## src/rtl/adc_sched_pkg.sv

```systemverilog
// Shared types and default widths for the ADC burst scheduler.
package adc_sched_pkg;

   typedef enum logic [1:0] {
      StIdle,
      StArm,
      StConv
   } sched_state_e;

   localparam int unsigned DefDataW = 8;
   localparam int unsigned DefCntW  = 16;
   localparam int unsigned DefPerW  = 16;

endpackage

```

## src/rtl/adc_period_timer.sv

```systemverilog
// Start-to-start period down-counter; expired once the loaded interval has elapsed.
module adc_period_timer #(
   parameter int unsigned PER_W = 16
) (
   input  logic             aclk,
   input  logic             areset,
   input  logic             load,
   input  logic [PER_W-1:0] period,
   output logic             expired
);

   logic [PER_W-1:0] cnt_q;

   // Loading P-1 makes expiry land exactly P cycles after the load cycle; 0 behaves as 1.
   always_ff @(posedge aclk) begin
      if (areset) begin
         cnt_q <= '0;
      end else if (load) begin
         cnt_q <= (period == '0) ? '0 : period - 1'b1;
      end else if (cnt_q != '0) begin
         cnt_q <= cnt_q - 1'b1;
      end
   end

   assign expired = (cnt_q == '0);

endmodule

```

## src/rtl/adc_burst_sched.sv

```systemverilog
// Burst scheduler: paces ADC conversions at a fixed period and streams results
// through a single-entry output register with overrun detection.
module adc_burst_sched
   import adc_sched_pkg::*;
#(
   parameter int unsigned DATA_W = DefDataW,
   parameter int unsigned CNT_W  = DefCntW,
   parameter int unsigned PER_W  = DefPerW
) (
   input  logic              aclk,
   input  logic              areset,
   input  logic [PER_W-1:0]  cfg_period,
   input  logic [CNT_W-1:0]  cfg_count,
   input  logic              cmd_start,
   input  logic              cmd_stop,
   output logic              conv_start,
   input  logic              conv_done,
   input  logic [DATA_W-1:0] conv_data,
   output logic              m_valid,
   input  logic              m_ready,
   output logic [DATA_W-1:0] m_data,
   output logic              m_last,
   output logic              busy,
   output logic              done,
   output logic              overrun
);

   sched_state_e     state_q;
   logic [PER_W-1:0] period_q;
   logic [CNT_W-1:0] count_q;
   logic [CNT_W-1:0] smp_cnt_q;
   logic             stop_pend_q;

   logic             expired;
   logic             start_go;
   logic             fire;
   logic             timer_load;
   logic [PER_W-1:0] timer_period;
   logic [CNT_W-1:0] smp_next;
   logic             last_smp;
   logic             accept;

   always_comb begin
      start_go     = (state_q == StIdle) && cmd_start && !cmd_stop;
      fire         = (state_q == StArm) && !cmd_stop && expired;
      timer_load   = start_go || fire;
      // A zero load on start leaves the timer expired so the first conversion fires at once.
      timer_period = fire ? period_q : '0;
      smp_next     = (&smp_cnt_q) ? smp_cnt_q : smp_cnt_q + 1'b1;
      last_smp     = ((count_q != '0) && (smp_next == count_q)) || stop_pend_q || cmd_stop;
      accept       = !m_valid || m_ready;
   end

   adc_period_timer #(
      .PER_W (PER_W)
   ) u_timer (
      .aclk    (aclk),
      .areset  (areset),
      .load    (timer_load),
      .period  (timer_period),
      .expired (expired)
   );

   always_ff @(posedge aclk) begin
      if (areset) begin
         state_q     <= StIdle;
         period_q    <= '0;
         count_q     <= '0;
         smp_cnt_q   <= '0;
         stop_pend_q <= 1'b0;
         conv_start  <= 1'b0;
         m_valid     <= 1'b0;
         m_data      <= '0;
         m_last      <= 1'b0;
         busy        <= 1'b0;
         done        <= 1'b0;
         overrun     <= 1'b0;
      end else begin
         conv_start <= 1'b0;
         done       <= 1'b0;
         if (m_valid && m_ready) begin
            m_valid <= 1'b0;
         end
         case (state_q)
            StIdle: begin
               if (start_go) begin
                  period_q    <= cfg_period;
                  count_q     <= cfg_count;
                  smp_cnt_q   <= '0;
                  stop_pend_q <= 1'b0;
                  overrun     <= 1'b0;
                  busy        <= 1'b1;
                  state_q     <= StArm;
               end
            end
            StArm: begin
               if (cmd_stop) begin
                  busy    <= 1'b0;
                  done    <= 1'b1;
                  state_q <= StIdle;
               end else if (expired) begin
                  conv_start <= 1'b1;
                  state_q    <= StConv;
               end
            end
            StConv: begin
               if (cmd_stop) begin
                  stop_pend_q <= 1'b1;
               end
               if (conv_done) begin
                  smp_cnt_q <= smp_next;
                  if (accept) begin
                     m_valid <= 1'b1;
                     m_data  <= conv_data;
                     m_last  <= last_smp;
                  end else begin
                     overrun <= 1'b1;
                  end
                  if (last_smp) begin
                     busy    <= 1'b0;
                     done    <= 1'b1;
                     state_q <= StIdle;
                  end else begin
                     state_q <= StArm;
                  end
               end
            end
            default: state_q <= StIdle;
         endcase
      end
   end

endmodule
```

## config.mk

```make
export PLATFORM = sky130hd
export DESIGN_NAME = adc_burst_sched
export DESIGN_NICKNAME = d
export VERILOG_FILES = /design/src/rtl/adc_sched_pkg.sv /design/src/rtl/adc_period_timer.sv /design/src/rtl/adc_burst_sched.sv
export SDC_FILE = /design/constraint.sdc
export NUM_CORES = 1
export LEC_CHECK = 0
export ABC_CLOCK_PERIOD_IN_PS = 6000
export CAP_MARGIN = 20
export CORE_MARGIN = 8
export CORE_UTILIZATION = 40
export DETAILED_ROUTE_END_ITERATION = 12
export PLACE_DENSITY = 0.67
export SYNTH_ARGS = -nofsm -noshare
export SYNTH_HDL_FRONTEND = slang
export SYNTH_HIERARCHICAL = 1
export SYNTH_SLANG_ARGS = --single-unit
export TNS_END_PERCENT = 10
```

## constraint.sdc

```tcl
create_clock -name aclk -period 6 [get_ports aclk]
set_input_delay 1.2 -clock aclk [delete_from_list [all_inputs] [get_ports aclk]]
set_output_delay 1.2 -clock aclk [all_outputs]
set_load 0.02 [all_outputs]
```

util_map.png
The die is cut into 12 by 12 equal tiles; white is low, dark blue is high, 0 to 100% covered.
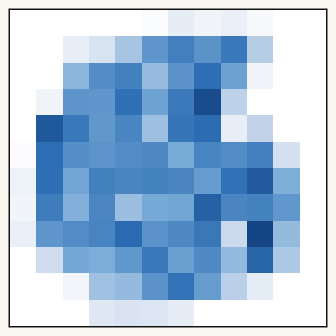
- emptiest ninth of the die: north-east
- tiles over 75% full: 7.6%
- mean over tiles: 36%
- densest ninth of the die: center

pinout.png
Pins as bars across the die edge, other pins in gray.
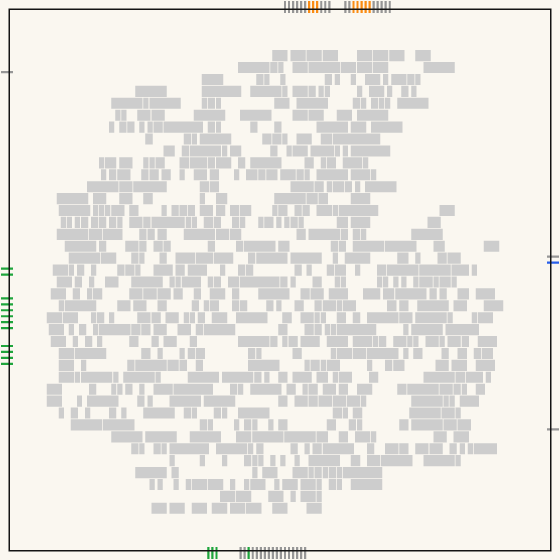
- green: cfg_count (pins 16; direction input; edge 12 west, 4 south)
- blue: busy (pins 1; direction output; edge east)
- orange: conv_data (pins 8; direction input; edge north)

clock_wires.png
The bar under the picture is 20 µm long.
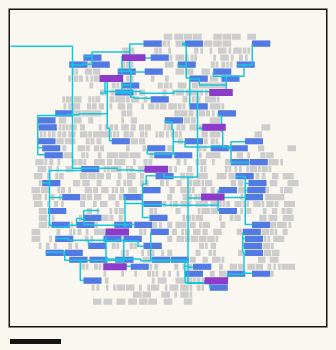
- blue: flip-flops (count 81)
- purple: clock-net drivers (count 9)
- cyan: clock wires (length 1,070 µm)
- flops lie: widely spread
- routed clock nets: 10

m3.png
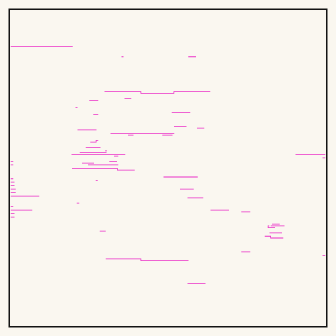
- longest straight run: 24.6 µm
- main direction: horizontal
- share of all routed wire: 3.0%

==> GITHUB_STEP_SUMMARY <==
### Flow metrics

| Metric | Value |
|---|---|
| Biggest Area Class | `logic gates` |
| Non-clock buffers | `62` |
| Hold Crit Class | `reg2reg` |
| Yosys top cell area share | `approximately a third` |
| Clk_buf instances | `13` |
| Worst-Skew Late Latency | `about 340 ps` |
| GRT overflow | `0` |
| Post-synth top area cell | `dfxtp_1` |
| Cts repair resizes | `0` |
| Busiest grt layer | `met2` |
| TNS Setup | `0 ps` |
| Distinct lib cells | `slightly above 60` |
| Well Taps | `between 100 and 150` |
| Combinational gates | `468` |
| DRT Wirelength | `~12,000 µm` |
| Grt met1 use | `19.1%` |
| Placed cells | `768` |
| Leak Pwr | `2.01 nW` |
| Aoi share | `approximately 17%` |
| M3 GR Usage | `between 3 and 4%` |
| Met1 Wirelength | `5360 µm` |
| Clock-cell share | `5.35%` |
| Dpl ws | `around 1800 ps` |
| Comb/total area | `50.5%` |
| Status | `complete, no violations` |
| DR WL/cell | `around 15 µm` |
| Worst hold path depth | `2` |
| DR WL met2 | `6070 µm` |
| Die Width | `roughly 120 µm` |
| Crit Path Max Fanout | `16` |
| Synth flops | `81` |
| DR vias | `4,274` |
| Share of layout cells above drive strength 1 | `slightly below 7%` |
| Met3 Wirelength | `357 µm` |
| Mux area share | `under 10%` |
| Most frequent logic cell in the layout | `nand2_1` |
| Total GRT Usage | `around 16%` |
| Bufs on Longest Clock Path | `2` |
| # fillers | `between 1,000 and 1,500` |
| Grt met2 use | `between 20% and 30%` |
| Count leader, synth | `nand2_1` |
| Synth Area in Simple Gates | `32.4%` |
| 1st-iter DRT viols | `215` |
| H-tree Lvls | `3` |
| Core ar. | `11,300 µm²` |
| Actual slew at the worst max-slew pin | `between 1000 and 1500 ps` |
| Most instantiated cells after synthesis | `nand2_1, dfxtp_1, a21oi_1, nor2_1, xnor2_1` |
| Crit. End Element | `register` |
| Setup Skew | `around 5.6 ps` |
| Max_cap viols | `0` |
| Hold Startpoint | `period_q[2]` |
| Final #Nets | `approximately 690` |
| IO Count | `60` |
| Tmin final | `~3900 ps` |
| Die area | `15,200 µm²` |
| Setup crit start | `u_timer/cnt_q[0]` |
| ANT nets after route | `0` |
| Initial antenna violation count | `0` |
| Postcts setup bufs | `0` |
| Seq_cells | `just over 80` |
| DRC errors left | `0` |
| DP Wirelength | `approximately 9000 µm` |
| Final hold violation count | `0` |
| Fin. max-slew vios | `0` |
| Crit path capture | `u_timer/cnt_q[15]` |
| OpenROAD warnings | `30` |
| Syn Area/Cell | `7.77 µm²` |
| Post-Synth Adder-Cell Area | `2.17%` |
worst max-delay path, stage by stage, from the launching register on:
cell and delay, ps:
dfxtp_1 350, inv_1 130, ha_1 170, nor4b_2 360, nand4_1 400, inv_1 170
inv_1 90, nor2_1 530, and2_1 270, inv_1 60, ha_1 230, nor2b_1 170
and4b_1 240, nand2_1 220, nand3b_1 220, o22ai_1 210
metrics by stage:
step / cell area (µm²) / hold WS, ps
after floorplan: 4610 / 432
after detailed placement: 5270 / 444
after global routing: 5570 / 475
after global placement: 5270 / 443
final: 5570 / 450
after CTS: 5570 / 452
power breakdown:
group	switching [W]	internal (W)	total (W)
sequential	0.0000667	0.000601	0.000667
clock	0.000208	0.000343	0.000551
combinational	0.000329	0.000250	0.000579
Power is estimated from default activity; no workload was simulated.
